--- src/rtl/l2_arb_pkg.sv ---
// Shared types and constants for the L2 request-port arbiter.
package l2_arb_pkg;

    typedef enum logic [1:0] {
        IDLE   = 2'd0,
        I_BUSY = 2'd1,
        D_BUSY = 2'd2
    } arb_state_t;

    typedef enum logic {
        GRANT_I = 1'b0,
        GRANT_D = 1'b1
    } grant_t;

    // Latched command encoding: bit 0 = read, bit 1 = write
    localparam logic [1:0] L2_CMD_NONE  = 2'b00;
    localparam logic [1:0] L2_CMD_READ  = 2'b01;
    localparam logic [1:0] L2_CMD_WRITE = 2'b10;

    localparam int unsigned L2_CMD_RD_BIT = 0;
    localparam int unsigned L2_CMD_WR_BIT = 1;

endpackage

--- src/rtl/l2_arb_req_latch.sv ---
// Register bank holding the granted request (command, address, write data).
// Loaded once per grant so the L2 sees stable inputs for the whole transaction.
module l2_arb_req_latch
    import l2_arb_pkg::*;
#(
    parameter int unsigned ADDR_W = 32,
    parameter int unsigned LINE_W = 256
) (
    input  logic              clk,
    input  logic              rst,
    input  logic              load_i,
    input  logic [1:0]        cmd_i,
    input  logic [ADDR_W-1:0] addr_i,
    input  logic [LINE_W-1:0] wdata_i,
    output logic [1:0]        cmd_o,
    output logic [ADDR_W-1:0] addr_o,
    output logic [LINE_W-1:0] wdata_o
);

    logic [1:0]        cmd_d,   cmd_q;
    logic [ADDR_W-1:0] addr_d,  addr_q;
    logic [LINE_W-1:0] wdata_d, wdata_q;

    // Hold the current request unless a new grant loads it
    always_comb begin
        cmd_d   = cmd_q;
        addr_d  = addr_q;
        wdata_d = wdata_q;
        if (load_i) begin
            cmd_d   = cmd_i;
            addr_d  = addr_i;
            wdata_d = wdata_i;
        end
    end

    // Request registers with asynchronous clear
    always_ff @(posedge clk or negedge rst) begin
        if (!rst) begin
            cmd_q   <= L2_CMD_NONE;
            addr_q  <= '0;
            wdata_q <= '0;
        end else begin
            cmd_q   <= cmd_d;
            addr_q  <= addr_d;
            wdata_q <= wdata_d;
        end
    end

    assign cmd_o   = cmd_q;
    assign addr_o  = addr_q;
    assign wdata_o = wdata_q;

endmodule

--- src/rtl/l2_arbiter.sv ---
// Shares the single L2 request port between the L1 I-cache and D-cache miss ports.
// Optional build macro: ARB_ROUND_ROBIN_EN -- when defined, simultaneous requests
// go to the side opposite the last completed grant; otherwise the D side wins ties.
module l2_arbiter
    import l2_arb_pkg::*;
#(
    parameter int unsigned ADDR_W = 32,
    parameter int unsigned LINE_W = 256
) (
    input  logic              clk,
    input  logic              rst,
    input  logic              i_read,
    input  logic [ADDR_W-1:0] i_addr,
    output logic [LINE_W-1:0] i_rdata,
    output logic              i_resp,
    input  logic              d_read,
    input  logic              d_write,
    input  logic [ADDR_W-1:0] d_addr,
    input  logic [LINE_W-1:0] d_wdata,
    output logic [LINE_W-1:0] d_rdata,
    output logic              d_resp,
    output logic              l2_read,
    output logic              l2_write,
    output logic [ADDR_W-1:0] l2_addr,
    output logic [LINE_W-1:0] l2_wdata,
    input  logic [LINE_W-1:0] l2_rdata,
    input  logic              l2_resp
);

    arb_state_t state_d, state_q;
    grant_t     last_grant_d, last_grant_q;
    grant_t     tie_winner;
    grant_t     grant_sel;

    logic              i_req, d_req;
    logic              load;
    logic [1:0]        cmd_in;
    logic [ADDR_W-1:0] addr_in;
    logic [LINE_W-1:0] wdata_in;
    logic [1:0]        cmd_q;
    logic [ADDR_W-1:0] addr_q;
    logic [LINE_W-1:0] wdata_q;
    logic              busy;

    assign i_req = i_read;
    assign d_req = d_read | d_write;

`ifdef ARB_ROUND_ROBIN_EN
    assign tie_winner = (last_grant_q == GRANT_I) ? GRANT_D : GRANT_I;
`else
    assign tie_winner = GRANT_D;
`endif

    // Next-state, grant selection and request-latch load
    always_comb begin
        state_d      = state_q;
        last_grant_d = last_grant_q;
        grant_sel    = GRANT_I;
        load         = 1'b0;
        cmd_in       = L2_CMD_NONE;
        addr_in      = '0;
        wdata_in     = '0;
        case (state_q)
            IDLE: begin
                if (i_req || d_req) begin
                    if (i_req && d_req) begin
                        grant_sel = tie_winner;
                    end else if (d_req) begin
                        grant_sel = GRANT_D;
                    end else begin
                        grant_sel = GRANT_I;
                    end
                    load = 1'b1;
                    if (grant_sel == GRANT_D) begin
                        cmd_in   = d_write ? L2_CMD_WRITE : L2_CMD_READ;
                        addr_in  = d_addr;
                        wdata_in = d_wdata;
                        state_d  = D_BUSY;
                    end else begin
                        cmd_in   = L2_CMD_READ;
                        addr_in  = i_addr;
                        state_d  = I_BUSY;
                    end
                end
            end
            // Completion always returns through IDLE so a dropping requester
            // cannot be re-granted on the following edge.
            I_BUSY: begin
                if (l2_resp) begin
                    state_d      = IDLE;
                    last_grant_d = GRANT_I;
                end
            end
            D_BUSY: begin
                if (l2_resp) begin
                    state_d      = IDLE;
                    last_grant_d = GRANT_D;
                end
            end
            default: state_d = IDLE;
        endcase
    end

    // State and last-grant registers
    always_ff @(posedge clk or negedge rst) begin
        if (!rst) begin
            state_q      <= IDLE;
            last_grant_q <= GRANT_I;
        end else begin
            state_q      <= state_d;
            last_grant_q <= last_grant_d;
        end
    end

    l2_arb_req_latch #(
        .ADDR_W (ADDR_W),
        .LINE_W (LINE_W)
    ) u_req_latch (
        .clk     (clk),
        .rst     (rst),
        .load_i  (load),
        .cmd_i   (cmd_in),
        .addr_i  (addr_in),
        .wdata_i (wdata_in),
        .cmd_o   (cmd_q),
        .addr_o  (addr_q),
        .wdata_o (wdata_q)
    );

    // L2 command from latched copies only; responses routed to the granted side
    always_comb begin
        busy     = (state_q == I_BUSY) || (state_q == D_BUSY);
        l2_read  = busy & cmd_q[L2_CMD_RD_BIT];
        l2_write = busy & cmd_q[L2_CMD_WR_BIT];
        l2_addr  = busy ? addr_q  : '0;
        l2_wdata = busy ? wdata_q : '0;
        i_resp   = (state_q == I_BUSY) & l2_resp;
        d_resp   = (state_q == D_BUSY) & l2_resp;
        i_rdata  = (state_q == I_BUSY) ? l2_rdata : '0;
        d_rdata  = (state_q == D_BUSY) ? l2_rdata : '0;
    end

endmodule

--- config.mk ---
export PLATFORM = sky130hd
export DESIGN_NAME = l2_arbiter
export DESIGN_NICKNAME = d
export VERILOG_FILES = /design/src/rtl/l2_arb_pkg.sv /design/src/rtl/l2_arb_req_latch.sv /design/src/rtl/l2_arbiter.sv
export SDC_FILE = /design/constraint.sdc
export NUM_CORES = 1
export LEC_CHECK = 0
export CAP_MARGIN = 25
export CORE_AREA = 2 2 541 543
export CTS_CLUSTER_DIAMETER = 200
export DETAILED_ROUTE_END_ITERATION = 10
export DIE_AREA = 0 0 543 545
export PLACE_DENSITY = 0.33
export SLEW_MARGIN = 5
export SYNTH_ARGS = -nofsm -noshare
export SYNTH_HDL_FRONTEND = slang
export SYNTH_SLANG_ARGS = --single-unit
--- constraint.sdc ---
create_clock -name clk -period 2.1 [get_ports clk]
set_clock_uncertainty 0.1 [all_clocks]
set_input_delay 0.42 -clock clk [delete_from_list [all_inputs] [get_ports clk]]
set_output_delay 0.42 -clock clk [all_outputs]
set_load 0.05 [all_outputs]
run_1/met3.png
Drawn at 1 px/micron.
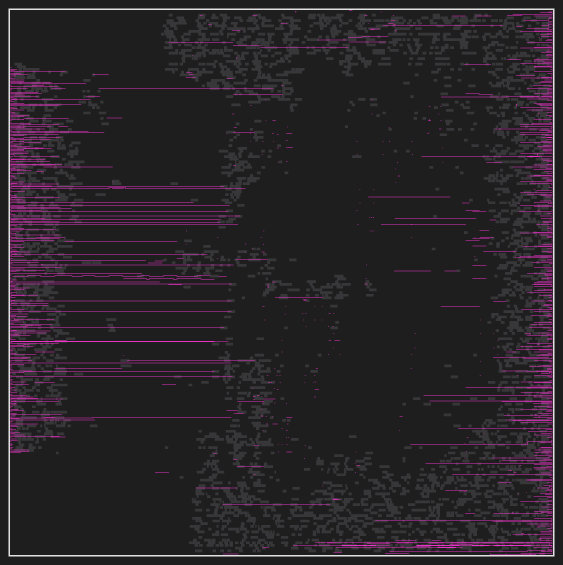
share of all routed wire	9.4%
longest straight run	229 microns
M3 GR Usage: 0.05107
DRT Wirelength: 202,500 microns

run_1/registers.png
Drawn at 1 px/micron. Other sequential cells in the stronger grey, the rest of the logic in the fainter grey.
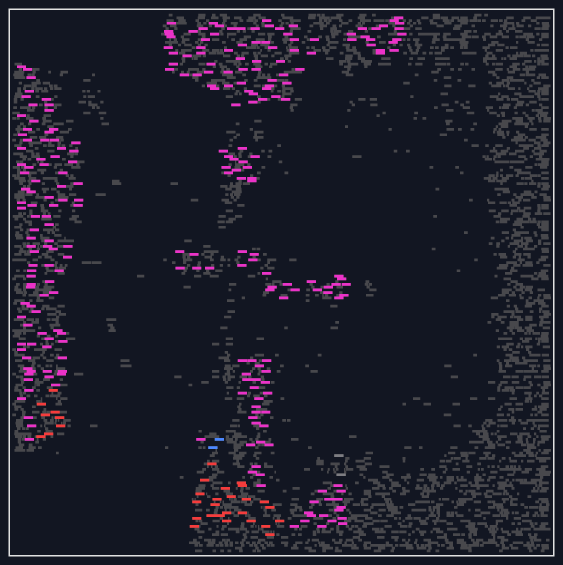
netlist name	colour	placed flops
u_req_latch.cmd_o	blue	2
u_req_latch.wdata_o	magenta	256
u_req_latch.addr_o	red	32
Register Area: 0.007307 sq mm
flop share of the area: 0.1466
seq pwr: 10.7 mW
fin util: 0.1718

run_1/final_placement.png
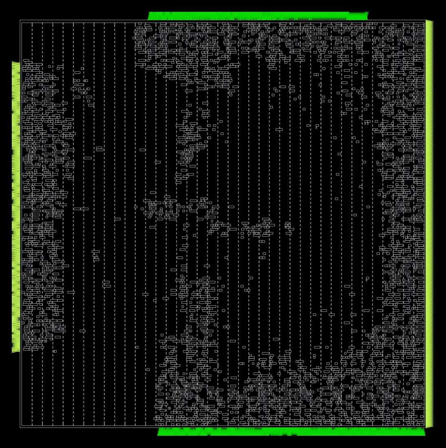
core area: 0.2901 sq mm
Tap Cells: 3,900
Std-Cell Rows: 198
num sequential: 292
Fillers: 31,811

run_1/cell_classes.png
Drawn at 1 px/micron.
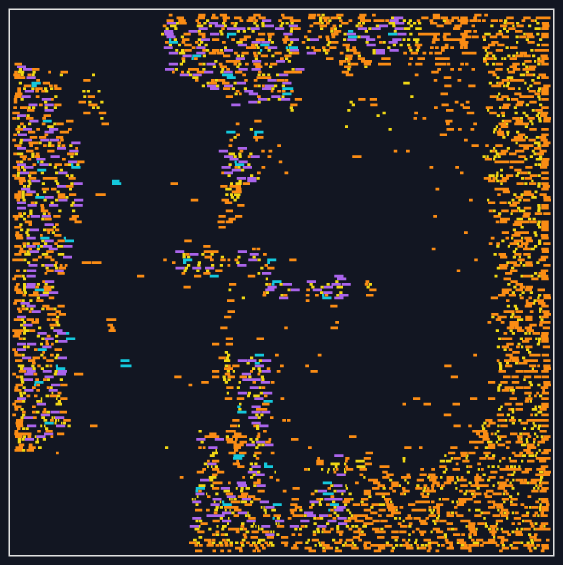
class	colour	cells	share of their area
clock drivers and dummy loads	cyan	75	3.1%
all other logic	yellow	1,174	21%
other buffers and delay cells	orange	1,673	59%
flops	purple	292	16%
Final Cell Area: 0.04984 sq mm

run 1: sequential cells by signal, indices dropped and copies added, names as in the netlist:
register / count
u_req_latch.cmd_o: 2
u_req_latch.addr_o: 32
state_q: 2
u_req_latch.wdata_o: 256
run 1: path summary, 6_finish.rpt:
kind / to / slack [ns] / start / cells after the start
min in group clk: u_req_latch.wdata_o[67] / 0.25 / d_wdata[67] / 2
max reg2reg: state_q[1] / 0.03 / state_q[1] / 10
min: u_req_latch.wdata_o[243] / 0.22 / rst / 2
max: d_rdata[59] / -0.77 / state_q[1] / 9
max in group asynchronous: u_req_latch.wdata_o[29] / 0.92 / rst / 3
min reg2reg: u_req_latch.addr_o[9] / 0.38 / u_req_latch.addr_o[9] / 2
run 1: power groups by stage:
stage | Sequential (mW) | Clock, mW | Combinational (mW)
finish | 10.7 | 7.55 | 79.1
global route | 11.1 | 8.05 | 82.6
CTS | 10.8 | 7.93 | 74.7
detailed placement | 10.6 | 0 | 69.0
global placement | 10.7 | 0 | 69.0
floorplan | 9.27 | 0 | 31.1
run 1: cell usage in the layout, fill, tap and decap left out, types with 2 or more instances in the layout:
cell type and count:
clkbuf_16 73, buf_16 22, a22o_1 257, o21ai_0 32, inv_2 2, clkinv_4 2, clkdlybuf4s50_1 580, buf_6 17
ha_4 3, nand2b_1 2, and2_2 12, clkinvlp_4 4, and2_4 585, dfrtp_1 292, inv_6 2, diode_2 21
clkbuf_8 3, clkinv_2 8, nand2_1 33, buf_8 26, mux2i_1 32, a21oi_1 3, bufinv_16 4, buf_4 84
clkbuf_1 8, and2_1 207, buf_12 912
run 1: worst max-delay path, delay by kind of cell (launching register included):
kind                     cells  cell delay, ns
buffers and inverters        7            0.97
flip-flops                   1            0.40
adder cells (fa/ha/maj)      1            0.18
AND/OR/NAND/NOR              1            0.17
==> flow_summary.ini, run 1 <==
; physical design summary
[grt]
grt_use_met2 = 0.2228
grt_pass1_vias = 20614
busiest_layer = met2
grt-ovfl-total = 0
grt.total_usage = 0.1274
use_met1 = 0.1397
grt_max_degree = 59
antenna_found_initial = 133

[cells_and_area]
diodes = 21
area_growth_syn_to_layout_pct = 211.2
nets = 3768
logic_gate_count = 1171
final-nonclk-buf-share = 0.5350
buffers = 1673
n_all_inverters = 3
largest_class = buffers
clock_cell_area_share = 0.02804
drive_above_1_share = 0.5488
instances_no_fill = 7135

[run_status]
violations = setup timing
status = finished with violations

[drt]
first_iter_violations = 781
routed.top_layer = met5
wire_per_inst_microns = 28.39
wl_met1_microns = 74960
via_per_inst = 2.741
wl_met2_microns = 101300
met3WireLength_microns = 19090
num_vias = 19557
drc = 0

[floorplanning]
chip_area_sq_mm = 0.2959
die_w_microns = 543
boundaryPins = 1386
fp_util = 0.05520

[clocking]
clk_path_buf_depth = 3
cts_tree = done
holdBufCountCts = 1
cts.sinks = 292
clk_latency_ns = 0.63
cts_resized = 285

[power]
netSwitchingPower_mw = 46.56
clkPwrFrac = 0.078
p_per_area_mw_per_mm2 = 1952
total_power_mw = 97.32
sequentialPowerShare = 0.110
leakage_nw = 20.25

[synthesis]
top_area_frac = 0.4563
synth_top_cell_by_count = and2_1
yosysCellCount = 1621
ys_seq_frac = 0.4563
ys_area_sq_mm = 0.01601
xor_share = 0
mux_share = 0.02000
syn-num-nets = 2206
aoi_share = 0.1538
edf_count = 0
synth-main-ff-cell = dfrtp_1
synth_warnings = 0
common_cells = and2_1 (804), dfrtp_1 (292), a22o_1 (257)
simple_gate_area_frac = 0.3237

[critical_path]
critPathSlowestCell = dfrtp_1
required_ns = 1.58
crit_fanout = 9
crit_chain = buf_4 -> buf_6 -> ha_4 -> buf_12 -> buf_8 -> buf_12 -> and2_4 -> buf_4 -> buf_12
endpoint_kind = output pin
max_stage_delay_ns = 0.40

[place]
dp_cells = 6954
dp_slack_ns = -0.3018

[timing]
finalClockPeriodUsage = 1.368
worst_slack_ns = -0.7723
slew_headroom = 0.6061
rsz0062_at_grt = yes
tns_ns = -533.32
slew_violations = 0
setup_viol = 804
period_needed_ns = 2.872

[min_path]
hp-class = in -> async

[run]
warning_count = 31
maxCapViolCount = 0
## Run 2: what changed since run 1
Settings changed: CORE_AREA 2 2 541 543 to 2 2 538 540, DIE_AREA 0 0 543 545 to 0 0 540 542, TNS_END_PERCENT from default to 1.
Clock period 2.1 ns to 3.7 ns, I/O delays scaled along.
run_2/cell_classes.png
Drawn at 1 px/micron.
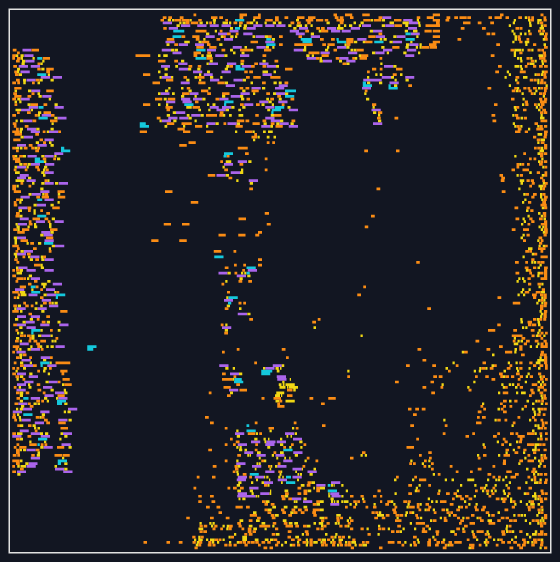
class	colour	cells	share of their area
clock drivers and dummy loads	cyan	79	4.9%
other buffers and delay cells	orange	1,433	46%
all other logic	yellow	1,174	26%
flops	purple	292	23%
core area: 0.2869 sq mm
Std-Cell Rows: 197
flop share of the area: 0.2017

run_2/met3.png
Drawn at 1 px/micron.
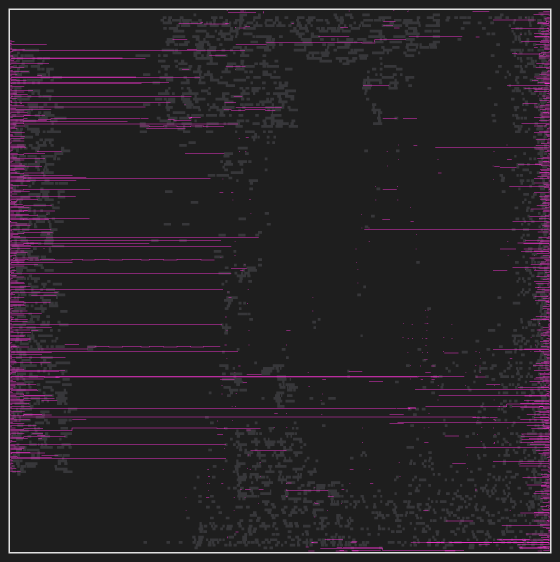
longest straight run	466 microns
share of all routed wire	8.6%
DRT Wirelength: 202,200 microns
M3 GR Usage: 0.04849
via count: 18,611

==> run 2 against run 1 <==
Against the previous run:
- the run now ends clean
- routed wire length is 0.15% lower
- area after synthesis stayed put
- critical endpoint is now d_rdata[117]
- setup slack better by 0.89 ns
- largest power group unchanged
- total power is 58% lower
- highest routed layer unchanged
- synthesized cell count stayed put
- global-route usage is 0.54 points higher
- flip-flop count stayed put
- via count is 4.8% lower
==> flow_summary.ini, run 2 <==
; physical design summary
[clocking]
clk_path_buf_depth = 3
cts_root_buffer = clkbuf_16
clkTransAtPathRegs_ns = 0.05
clk_latency_ns = 0.61
cts.sinks = 292
cts_tree = done
htreeDepth = 2
numCtsBuffers = 43
post-cts-setup-buffers = 0
cts_resized = 318
holdBufCountCts = 1

[critical_path]
timing.rr.end = u_req_latch.wdata_o[237]
criticalPathCategory = reg -> out
cp_top_family = buffers and inverters
arrival_ns = 2.74
worstReg2RegStart = state_q[0]
ff2ff_path_depth = 6
max_stage_delay_ns = 0.81
cp_num_cells = 5
cp_num_buf_inv = 3
crit_fanout = 13
critPathSlowestCell = clkdlybuf4s50_1
crit_chain = inv_1 -> ha_4 -> buf_4 -> and2_1 -> clkdlybuf4s50_1
worst-r2r-setup-slack_ns = 1.54
critPathLaunchType = flop
endpoint_kind = output pin
required_ns = 2.86

[power]
netSwitchingFraction = 0.5770
power_leader = combinational cells
sequentialPowerShare = 0.141
leakage_nw = 15.89
p_int_mw = 17.10
p_clk_mw = 4.58
p_per_area_mw_per_mm2 = 1116
comb_power_share = 0.746
total_power_mw = 40.43
clkPwrFrac = 0.113
netSwitchingPower_mw = 23.32
vdd_ir_drop_max_mv = 0.4530
p_comb_mw = 30.2

[grt]
grt.total_usage = 0.1328
grt_pass1_vias = 19500
grt-ovfl-total = 0
grt_pass1_wl_microns = 245900
grt_max_degree = 101
antenna_found_initial = 134

[timing]
rsz0062_at_grt = yes
slew_headroom = 0.5483
max_freq_ghz = 0.2791
fin_hold_ws_ns = 0.3663
slew_violations = 0
period_needed_ns = 3.583
worst_pin_slew_ns = 0.6776
finalClockPeriodUsage = 0.9683
setup_viol = 0
hold_viol_final = 0

[synthesis]
ys_area_sq_mm = 0.01601
synthArstFlopShare = 1.000
synth_warnings = 0
syn-num-nets = 2206
top_cells_by_area = dfrtp_1 (46%), and2_1 (31%), a22o_1 (14%)
syn-cell-area_sq_mm = 0.01601
yosys.cell_types.count = 18
common_cells = and2_1 (804), dfrtp_1 (292), a22o_1 (257)
ys_seq_frac = 0.4563
top_area_frac = 0.4563
synth_top_cell_by_count = and2_1
edf_count = 0
synthCells = 1621
synth-main-ff-cell = dfrtp_1
yosysCellCount = 1621
top_area_cell = dfrtp_1
yosys_register_bits = 292
postSynthAreaPerCell_sq_um = 9.879

[cells_and_area]
largest_reg_flops = 256
area_growth_syn_to_layout_pct = 126.2
instances_no_fill = 6783
most-common-layout-cells = and2_1 (785), clkdlybuf4s50_1 (588), buf_4 (397)
fillers = 32920
mostFrequentLayoutCell = and2_1
seqCellArea_sq_mm = 0.007307
nets = 3529
drive_above_1_share = 0.2193
comb_area_sq_mm = 0.008074
fin_area_sq_mm = 0.03622

[place]
place_area_sq_mm = 0.03483
dpl.hpwl_microns = 179000
port_buffers = 1385
dp_cells = 6676
gp_congestion = 0.9350

[run]
warning_count = 33
maxCapViolCount = 0

[drt]
drtPass1Iterations = 4
wire_per_inst_microns = 29.81
drc = 0
first_iter_violations = 859
antenna_left = 0
via_per_inst = 2.744

[run_status]
status = complete, no violations

[floorplanning]
die_w_microns = 540
die_y_microns = 542
fp_util = 0.05582
boundaryPins = 1386
chip_area_sq_mm = 0.2927

[min_path]
hp-class = reg -> reg
hold_end = u_req_latch.addr_o[17]
min_from = u_req_latch.addr_o[17]
holdPathStages = 2
run_2/registers.png
Drawn at 1 px/micron. Other sequential cells in the stronger grey, the rest of the logic in the fainter grey.
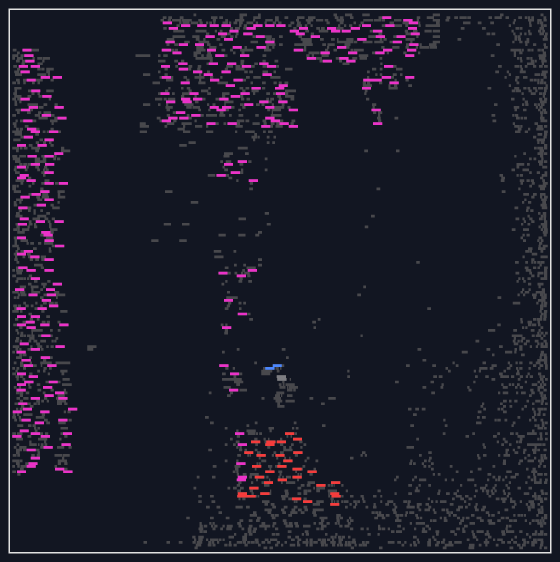
seq pwr: 5.69 mW
fin util: 0.1262

[run 2: area by class of cell]
cell class,instances,share of cell area
tap,3781,0.1306
timing repair buffer,1433,0.4002
clock buffer,61,0.03489
antenna,24,0.001658
clock inverter,18,0.007738
inverter,3,0.0003109
multi-input combinational,1171,0.2229
sequential,292,0.2017
[run 2: worst reg2reg max path, stage by stage (launching register included)]
cell     delay, ns
dfrtp_1       0.42
inv_1         0.15
ha_4          0.22
o31ai_4       0.08
buf_12        0.23
buf_4         0.62
a22o_1        0.28
[run 2: worst max path at each step]
stage	from	endpoint	slack, ns
2_1_floorplan	state_q[0]	l2_wdata[155]	1.07
3_3_place_gp	l2_rdata[75]	i_rdata[75]	0.37
3_5_place_dp	l2_rdata[75]	i_rdata[75]	0.37
4_1_cts	state_q[0]	l2_wdata[250]	-0.18
5_1_grt	state_q[0]	d_rdata[31]	-0.03
6_report	state_q[0]	d_rdata[117]	0.12
[run 2: per-stage QoR]
stage | setup slack [ns] | TNS (ns)
2_1_floorplan | 1.072 | 0
3_3_place_gp | 0.3688 | 0
3_5_place_dp | 0.3659 | 0
4_1_cts | -0.1779 | -2.115
5_1_grt | -0.03445 | -0.2573
6_report | 0.1173 | 0
[run 2: logic make-up (layout without fill, tap and decap cells)]
family	after synthesis	count (layout)	synth area share
AND/OR/NAND/NOR	841	841	0.3237
AND-OR/OR-AND	295	295	0.1538
flip-flops	292	292	0.4563
buffers and inverters	158	1515	0.04391
multiplexers	32	32	0.02000
adder cells (fa/ha/maj)	3	3	0.002344
other	0	24	0
[run 2: per-layer routing]
layer,part of all wire,track usage
met1,0.35,0.1331
met3,0.086,0.04849
met5,0.00060,0
met4,0.038,0.03984
met2,0.53,0.2526
Power is estimated from default activity; no workload was simulated.
